===== src/rtl/uart_cmd_ctrl_pkg.sv =====
// Shared definitions for the UART command path: sync/command codes, packet FSM states
// and the packet checksum rule. The game FSM imports the same command codes.
package uart_cmd_ctrl_pkg;

  localparam int DATA_W = 8;

  localparam logic [DATA_W-1:0] SYNC_BYTE   = 8'hA5;
  localparam logic [DATA_W-1:0] CMD_DIR     = 8'h01;  // arg 0..3 = up/right/down/left
  localparam logic [DATA_W-1:0] CMD_PAUSE   = 8'h02;
  localparam logic [DATA_W-1:0] CMD_RESTART = 8'h03;

  typedef enum logic [1:0] {
    ST_IDLE,
    ST_CMD,
    ST_ARG,
    ST_CHK
  } state_t;

  function automatic logic [DATA_W-1:0] pkt_chk(input logic [DATA_W-1:0] cmd,
                                                input logic [DATA_W-1:0] arg);
    return SYNC_BYTE ^ cmd ^ arg;
  endfunction

endpackage


===== src/rtl/uart_cmd_ctrl_if.sv =====
// Bus between uart_rx / game FSM and the command controller.
// master = controller side, slave = its environment (uart_rx plus command consumer).
interface uart_cmd_ctrl_if;
  import uart_cmd_ctrl_pkg::*;

  logic              baud_tick;
  logic [DATA_W-1:0] rx_data;
  logic              rx_valid;
  logic              rx_frame_err;
  logic [DATA_W-1:0] cmd;
  logic [DATA_W-1:0] arg;
  logic              cmd_valid;
  logic              cmd_ready;
  logic [7:0]        err_cnt;
  logic [7:0]        drop_cnt;

  modport master (
    output baud_tick, cmd, arg, cmd_valid, err_cnt, drop_cnt,
    input  rx_data, rx_valid, rx_frame_err, cmd_ready
  );

  modport slave (
    input  baud_tick, cmd, arg, cmd_valid, err_cnt, drop_cnt,
    output rx_data, rx_valid, rx_frame_err, cmd_ready
  );

endinterface


===== src/rtl/uart_cmd_ctrl_baud_gen.sv =====
// Free-running 16x baud tick generator: one-cycle pulse every DIV clocks.
module uart_baud_gen #(
  parameter int DIV = 54
) (
  input  logic clk,
  input  logic rst_n,
  output logic tick
);

  localparam int CW = (DIV < 2) ? 1 : $clog2(DIV);
  localparam logic [CW-1:0] LAST = CW'(DIV - 1);

  if (DIV < 2) begin : g_div_chk
    $error("uart_baud_gen: DIV must be at least 2");
  end

  logic [CW-1:0] cnt;

  always_ff @(posedge clk or negedge rst_n) begin
    if (!rst_n) begin
      cnt <= '0;
    end else if (cnt == LAST) begin
      cnt <= '0;
    end else begin
      cnt <= cnt + 1'b1;
    end
  end

  assign tick = (cnt == LAST);

endmodule


===== src/rtl/uart_cmd_ctrl.sv =====
// UART command packet controller: assembles {SYNC, CMD, ARG, CHK} packets from uart_rx,
// hands validated commands to the game FSM through a one-entry holding register.
module uart_cmd_ctrl
  import uart_cmd_ctrl_pkg::*;
#(
  parameter int CLK_HZ        = 100_000_000,
  parameter int BAUD          = 115200,
  parameter int TIMEOUT_TICKS = 480
) (
  input  logic           clk,
  input  logic           rst_n,
  uart_cmd_ctrl_if.master bus
);

  localparam int DIV = CLK_HZ / (BAUD * 16);
  localparam int TW  = $clog2(TIMEOUT_TICKS + 1);
  localparam logic [TW-1:0] TOUT_LAST = TW'(TIMEOUT_TICKS - 1);

  function automatic logic [7:0] sat_inc(input logic [7:0] v, input logic en);
    return (en && (v != 8'hFF)) ? v + 8'd1 : v;
  endfunction

  logic              tick;
  state_t            state_p0, state_nxt;
  logic [DATA_W-1:0] cmd_p0, arg_p0;
  logic [TW-1:0]     tout_p0;
  logic              frame_err_p1;
  logic [DATA_W-1:0] cmd_p1, arg_p1;
  logic              vld_p1;
  logic [7:0]        err_q, drop_q;

  logic err_evt, err_inc, drop_inc, push, pop;
  logic ld_cmd, ld_arg, tout_clr, tout_inc;

  uart_baud_gen #(.DIV(DIV)) u_baud_gen (
    .clk  (clk),
    .rst_n(rst_n),
    .tick (tick)
  );

  assign err_evt  = bus.rx_frame_err & ~frame_err_p1;
  assign pop      = vld_p1 & bus.cmd_ready;
  assign drop_inc = push & vld_p1 & ~bus.cmd_ready;

  always_ff @(posedge clk or negedge rst_n) begin
    if (!rst_n) state_p0 <= ST_IDLE;
    else        state_p0 <= state_nxt;
  end

  // Error events outrank bytes, and bytes outrank the timeout tick.
  always_comb begin
    state_nxt = state_p0;
    err_inc   = 1'b0;
    push      = 1'b0;
    ld_cmd    = 1'b0;
    ld_arg    = 1'b0;
    tout_clr  = 1'b0;
    tout_inc  = 1'b0;
    if (err_evt) begin
      if (state_p0 != ST_IDLE) begin
        state_nxt = ST_IDLE;
        err_inc   = 1'b1;
      end
    end else if (bus.rx_valid) begin
      tout_clr = 1'b1;
      unique case (state_p0)
        ST_IDLE: if (bus.rx_data == SYNC_BYTE) state_nxt = ST_CMD;
        ST_CMD: begin
          ld_cmd    = 1'b1;
          state_nxt = ST_ARG;
        end
        ST_ARG: begin
          ld_arg    = 1'b1;
          state_nxt = ST_CHK;
        end
        ST_CHK: begin
          if (bus.rx_data == pkt_chk(cmd_p0, arg_p0)) push = 1'b1;
          else                                        err_inc = 1'b1;
          state_nxt = ST_IDLE;
        end
        default: state_nxt = ST_IDLE;
      endcase
    end else if ((state_p0 != ST_IDLE) && tick) begin
      if (tout_p0 == TOUT_LAST) begin
        state_nxt = ST_IDLE;
        err_inc   = 1'b1;
      end else begin
        tout_inc = 1'b1;
      end
    end
    if (state_nxt == ST_IDLE) tout_clr = 1'b1;
  end

  // Packet assembly stage (p0) feeding the holding register stage (p1).
  always_ff @(posedge clk or negedge rst_n) begin
    if (!rst_n) begin
      frame_err_p1 <= 1'b0;
      cmd_p0       <= '0;
      arg_p0       <= '0;
      tout_p0      <= '0;
      cmd_p1       <= '0;
      arg_p1       <= '0;
      vld_p1       <= 1'b0;
      err_q        <= '0;
      drop_q       <= '0;
    end else begin
      frame_err_p1 <= bus.rx_frame_err;
      if (ld_cmd) cmd_p0 <= bus.rx_data;
      if (ld_arg) arg_p0 <= bus.rx_data;
      if (tout_clr)      tout_p0 <= '0;
      else if (tout_inc) tout_p0 <= tout_p0 + 1'b1;
      if (push) begin
        if (!vld_p1 || bus.cmd_ready) begin
          cmd_p1 <= cmd_p0;
          arg_p1 <= arg_p0;
          vld_p1 <= 1'b1;
        end
      end else if (pop) begin
        vld_p1 <= 1'b0;
      end
      err_q  <= sat_inc(err_q, err_inc);
      drop_q <= sat_inc(drop_q, drop_inc);
    end
  end

  assign bus.baud_tick = tick;
  assign bus.cmd       = cmd_p1;
  assign bus.arg       = arg_p1;
  assign bus.cmd_valid = vld_p1;
  assign bus.err_cnt   = err_q;
  assign bus.drop_cnt  = drop_q;

endmodule


===== src/flat_wrapper.sv =====
// flat-port wrapper written by rule: the top's interface ports become plain ports
module uart_cmd_ctrl_flat import uart_cmd_ctrl_pkg::*;
#(
  parameter int CLK_HZ        = 100_000_000,
  parameter int BAUD          = 115200,
  parameter int TIMEOUT_TICKS = 480
)
  (clk, rst_n, bus_baud_tick, bus_cmd, bus_arg, bus_cmd_valid, bus_err_cnt, bus_drop_cnt, bus_rx_data, bus_rx_valid, bus_rx_frame_err, bus_cmd_ready);
  uart_cmd_ctrl_if bus_i ();
  input  logic clk;
  input  logic rst_n;
  output wire logic [$bits(bus_i.baud_tick)-1:0] bus_baud_tick;
  output wire logic [$bits(bus_i.cmd)-1:0] bus_cmd;
  output wire logic [$bits(bus_i.arg)-1:0] bus_arg;
  output wire logic [$bits(bus_i.cmd_valid)-1:0] bus_cmd_valid;
  output wire logic [$bits(bus_i.err_cnt)-1:0] bus_err_cnt;
  output wire logic [$bits(bus_i.drop_cnt)-1:0] bus_drop_cnt;
  input wire logic [$bits(bus_i.rx_data)-1:0] bus_rx_data;
  input wire logic [$bits(bus_i.rx_valid)-1:0] bus_rx_valid;
  input wire logic [$bits(bus_i.rx_frame_err)-1:0] bus_rx_frame_err;
  input wire logic [$bits(bus_i.cmd_ready)-1:0] bus_cmd_ready;
  assign bus_baud_tick = bus_i.baud_tick;
  assign bus_cmd = bus_i.cmd;
  assign bus_arg = bus_i.arg;
  assign bus_cmd_valid = bus_i.cmd_valid;
  assign bus_err_cnt = bus_i.err_cnt;
  assign bus_drop_cnt = bus_i.drop_cnt;
  assign bus_i.rx_data = bus_rx_data;
  assign bus_i.rx_valid = bus_rx_valid;
  assign bus_i.rx_frame_err = bus_rx_frame_err;
  assign bus_i.cmd_ready = bus_cmd_ready;
  uart_cmd_ctrl #(.CLK_HZ(CLK_HZ), .BAUD(BAUD), .TIMEOUT_TICKS(TIMEOUT_TICKS)) u_core (.clk(clk), .rst_n(rst_n), .bus(bus_i));
endmodule

===== config.mk =====
export PLATFORM = sky130hd
export DESIGN_NAME = uart_cmd_ctrl_flat
export DESIGN_NICKNAME = d
export VERILOG_FILES = /design/src/rtl/uart_cmd_ctrl_pkg.sv /design/src/rtl/uart_cmd_ctrl_if.sv /design/src/rtl/uart_cmd_ctrl_baud_gen.sv /design/src/rtl/uart_cmd_ctrl.sv /design/src/flat_wrapper.sv
export SDC_FILE = /design/constraint.sdc
export NUM_CORES = 1
export LEC_CHECK = 0
export CORE_ASPECT_RATIO = 0.8
export CORE_MARGIN = 8
export CORE_UTILIZATION = 58
export CTS_CLUSTER_SIZE = 40
export DETAILED_ROUTE_END_ITERATION = 16
export GPL_ROUTABILITY_DRIVEN = 0
export PLACE_DENSITY = 0.84
export SETUP_SLACK_MARGIN = 0.5
export SYNTH_ARGS = -nofsm -noshare
export SYNTH_HDL_FRONTEND = slang
export SYNTH_SLANG_ARGS = --single-unit

===== constraint.sdc =====
create_clock -name clk -period 3.4 [get_ports clk]
set_clock_uncertainty 0.15 [all_clocks]
set_input_delay 0.34 -clock clk [delete_from_list [all_inputs] [get_ports clk]]
set_output_delay 0.34 -clock clk [all_outputs]
set_load 0.02 [all_outputs]

==> run_1/route_heat.png <==
The die is cut into 20 by 17 equal tiles; dark purple is low, yellow is high, scaled to the fullest tile. Values are wire area over tile area, all layers added.
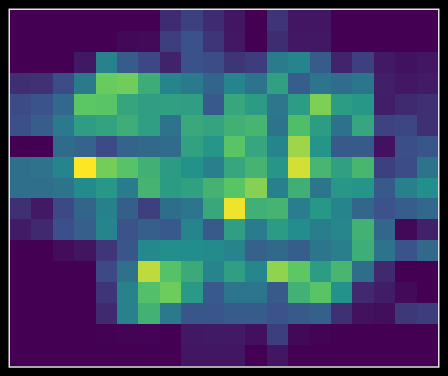
- emptiest ninth of the die: bottom left
- tiles over half the peak: 24%
- mean over tiles: 0.12
final WL: 6300 um
vias post-DR: 2158
GRT Total Usage: 17.0%
Avg WL per Cell: 16.6 um

==> run_1/clock_nets.png <==
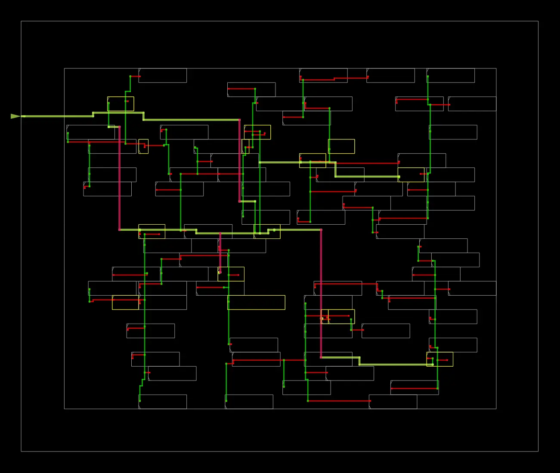
clk latency late pin: 340 ps
CTS Buf Count: 9
clk sink count: 67
P_clk: 651 uW

==> run_1/ff_map.png <==
The bar under the picture is 20 um long. Other sequential cells in the stronger gray, the rest of the logic in the fainter gray.
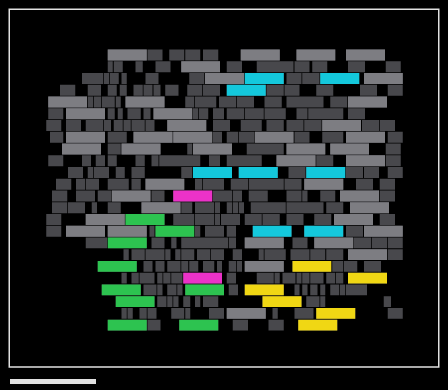
- u_core.tout_p0: green (placed flops 9)
- u_core.u_baud_gen.cnt: yellow (placed flops 6)
- u_core.cmd_p0: cyan (placed flops 8)
- u_core.state_p0: magenta (placed flops 2)
- not colored: 42
Flop area: 1680 sq um
seq pwr: 1100 uW
flop share of the area: 42.5%

==> run_1/layers.png <==
Two of the layers only.
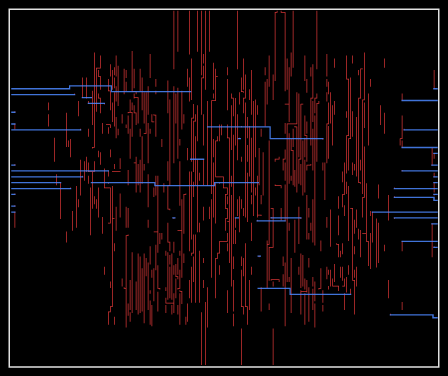
- M2: red (wire length 2970 um)
- M3: blue (wire length 360 um)

==> run 1: worst max-delay path: stages (launching register included) <==
cell,delay [ps]
dfrtp_1,420
inv_1,80
ha_1,160
nand4_1,150
or2_2,330
inv_1,170
clkdlybuf4s50_1,640
==> run 1: cells in the mapped netlist (all sizes together), types with 2 or more instances <==
cell    instances  area share [%]
inv             5            0.59
nand2          18             2.1
nor4            2            0.78
xnor2          10             2.7
clkbuf          3            0.35
nand2b          2            0.39
xor3            4             3.0
xor2            9             2.5
xnor3           4             2.8
buf             3            0.55
nor2b           3            0.59
dfrtp          67              52
and3           10             2.0
a21boi          2            0.47
nand3           8             1.4
nor3            2            0.31
nor2           18             2.1
o21ai           3            0.47
mux2           34              12
a21oi           7             1.1
nor4bb          2            0.62
nand4          10             2.0
a21o            2            0.47
or3             2            0.39
ha             10             3.9
a41oi           3            0.82
==> run 1: sequential cells by signal (all words and copies together), names as in the netlist <==
signal / cells
u_core.tout_p0: 9
u_core.arg_p0: 8
u_core.bus.arg: 8
u_core.bus.cmd: 8
u_core.bus.drop_cnt: 8
u_core.bus.err_cnt: 8
u_core.cmd_p0: 8
u_core.u_baud_gen.cnt: 6
u_core.state_p0: 2
u_core.bus.cmd_valid: 1
u_core.frame_err_p1: 1
==> run 1: final cells by class <==
class	count	share of cell area (%)
clock inverters	2	0.888
clock buffers	13	4.03
repair buffers	50	12.4
multi-input cells	177	37.7
well taps	65	2.06
inverters	5	0.476
flip-flops and latches	67	42.5
==> run 1: through the flow <==
step / setup WS [ps] / hold WS, ps
floorplan: 1150 / -106
finish: 637 / 342
global route: 523 / 324
detailed placement: 424 / 344
global placement: 477 / 339
CTS: 601 / 324
==> reports/qor.txt, run 1 <==
P_int -> 1700 uW
Starting DRT DRC Count -> 77
Worst Setup End Kind -> output pin
Synth flops -> 67
Fin. Hold Viols -> 0
Synth logic family -> simple AND/OR/NAND/NOR gates
FP Core Util -> 59.3%
IO buf count -> 46
combinational gate power -> 669 uW
CP max FO -> 6
fillers -> 373
YS chip area -> 3210 sq um
hold crit path type -> in2reg
yosys aoi share -> 5.62%
Comb power frac -> 27.7%
# resized after CTS -> 1
FF-to-FF Start -> u_core.tout_p0[0]$_DFFE_PN0P_
switching fraction of total power -> 29.9%
DP HPWL -> 4540 um
worst slew pin tran -> 908 ps
DIE AREA -> 8180 sq um
post-route minimum period -> 2760 ps
status -> complete, no violations
P&R area growth vs syn -> 23.0%
global routing usage on met2 -> 27.4%
placed instance area -> 3740 sq um
ys flop type -> dfrtp_1
Data required, critical path -> 2910 ps
Peak VDD IR -> 0.471 mV
first-pass GRT wire length -> 10900 um
number of enable flip-flop cells -> 0
Routed Antenna Nets -> 0
GR peak layer -> met2
setup TNS -> 0 ps
## Run 2: what changed since run 1
- CORE_UTILIZATION: 58 -> 49
- PLACE_DENSITY: 0.84 -> 0.76
- clock period: 3.4 -> 2.4 ns (I/O delays scaled with it)
==> reports/qor.txt, run 2 <==
DIE AREA -> 9410 sq um (was 8180 sq um)
cell type with the largest total area -> dfrtp_1 (unchanged)
Crit path max-delay family -> simple AND/OR/NAND/NOR gates (was buffers and inverters)
max reg flops -> 9 (unchanged)
Post-Place Worst Slack -> -442 ps (was 424 ps)
hold crit path type -> in2async (was in2reg)
post-route minimum period -> 2410 ps
Routed Antenna Nets -> 0 (unchanged)
first-pass GRT wire length -> 11900 um (was 10900 um)
failing checks -> negative setup slack
Post-synth top cells -> 67 x dfrtp_1, 33 x mux2_2, 18 x nand2_1, 18 x nor2_1 (unchanged)
Top reg by flops -> u_core.tout_p0 (unchanged)
Peak VDD IR -> 0.598 mV (was 0.471 mV)
number of enable flip-flop cells -> 0 (unchanged)
P&R area growth vs syn -> 42.5% (was 23.0%)
setup TNS -> -11.5 ps (was 0 ps)
Setup Viol. Count Final -> 3 (was 0)
CTS Buf Count -> 9 (unchanged)
placed instance area -> 3960 sq um (was 3740 sq um)
ys flop type -> dfrtp_1 (unchanged)
Fin. Hold Viols -> 0 (unchanged)
Synth flops -> 67 (unchanged)
# resized after CTS -> 26 (was 1)
WHS -> 218 ps (was 342 ps)
Yosys top cell by instances -> dfrtp_1 (unchanged)
CP bufs+invs -> 1 (was 3)
clk latency late pin -> 350 ps (was 340 ps)
post-route setup slack -> -9.98 ps (was 637 ps)
Cell Chain, Critical Path -> xnor3_1, nor4_4, nand3_2, a311oi_4, buf_6, mux2_4 (was inv_1, ha_1, nand4_1, or2_2, inv_1, clkdlybuf4s50_1)
status -> complete, but fails checks (was complete, no violations)
Starting DRT DRC Count -> 61 (was 77)
Yosys top cell area share -> 52.3% (unchanged)
synth top area cells -> dfrtp_1 52%, mux2_2 12%, ha_1 3.9% (unchanged)
worst slew pin tran -> 438 ps (was 908 ps)
IO buf count -> 46 (unchanged)
Data required, critical path -> 2480 ps (was 2910 ps)
slowest CP cell -> xnor3_1 (was clkdlybuf4s50_1)
## run 2: cell counts after synthesis
No cell type changed its count.
## run 2: area by class of cell
class / instances / area, sq um
clock buffers: 9 / 124
clock inverters: 7 / 68.8
fillers: 457 / 1810
inverters: 5 / 18.8
multi-input cells: 178 / 1770
flip-flops and latches: 67 / 1680
well taps: 84 / 105
repair buffers: 83 / 802
## run 2: worst paths after layout
| kind | from | endpoint | slack (ps) | cells after the start |
|---|---|---|---|---|
| min reg2reg | u_core.bus.drop_cnt[5]$_DFFE_PN0P_ | u_core.bus.drop_cnt[5]$_DFFE_PN0P_ | 360 | 1 |
| min | rst_n | u_core.u_baud_gen.cnt[1]$_DFF_PN0_ | 220 | 2 |
| max in group asynchronous | rst_n | u_core.state_p0[0]$_DFF_PN0_ | 1260 | 3 |
| max | u_core.cmd_p0[5]$_DFFE_PN0P_ | u_core.bus.drop_cnt[1]$_DFFE_PN0P_ | -10 | 6 |
| max reg2reg | u_core.cmd_p0[5]$_DFFE_PN0P_ | u_core.bus.drop_cnt[1]$_DFFE_PN0P_ | -10 | 6 |
| min in group clk | bus_rx_frame_err | u_core.frame_err_p1$_DFF_PN0_ | 260 | 1 |
## run 2: report_power, final
part	switching (uW)	internal, uW
Clock	436	475
Combinational	593	778
Sequential	241	1330
Total	1270	2590
## run 2: cells by family after synthesis
logic type | count (synthesis) | synth area share, %
and+or+nand+nor | 81 | 13.5
DFF | 67 | 52.3
muxes | 35 | 12.3
xor gates and xnor gates | 27 | 11.0
AOI/OAI and AO/OA | 24 | 5.62
buffers and inverters | 11 | 1.48
adders and majority gates | 10 | 3.90
## run 2: routing by layer
layer | GRT usage [%] | vias to the layer above
met1 | 19.2 | 1187
met2 | 26.5 | 60
met4 | 5.73 | 0
met3 | 5.53 | 10
li1 | - | 1089
met5 | 0 | -
==> run_2/util_map.png <==
The bar under the picture is 20 um long. The die is cut into 11 by 9 equal tiles; dark purple is low, yellow is high, 0 to 100% covered.
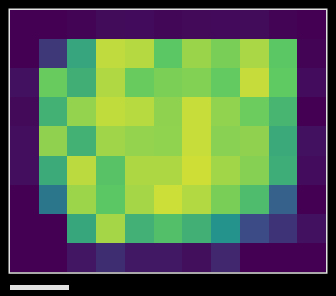
- emptiest ninth of the die: bottom right
- nearly empty tiles: 18%
- mean over tiles: 48%
- tiles over 75% full: 39%
- densest ninth of the die: middle
- fullest tile: 93%
FP Core Util: 50.3%
Core Footprint: 6380 sq um

==> run_2/route_heat.png <==
The die is cut into 21 by 18 equal tiles; dark purple is low, yellow is high, scaled to the fullest tile. Values are wire area over tile area, all layers added.
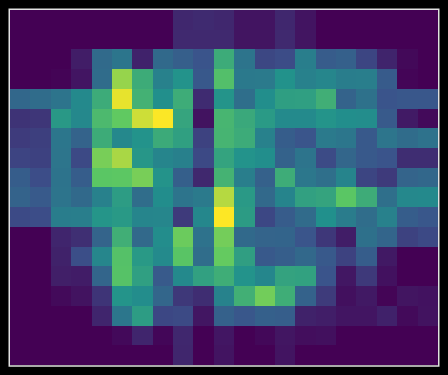
- fullest tile: 0.45
- densest ninth of the die: middle
- tiles over half the peak: 19%
- emptiest ninth of the die: bottom right
- nearly empty tiles: 23%
vias post-DR: 2346
GRT Total Usage: 16.0%
final WL: 7450 um
Avg WL per Cell: 17.2 um

No activity file was given, so power comes from the tool's default toggle rates.
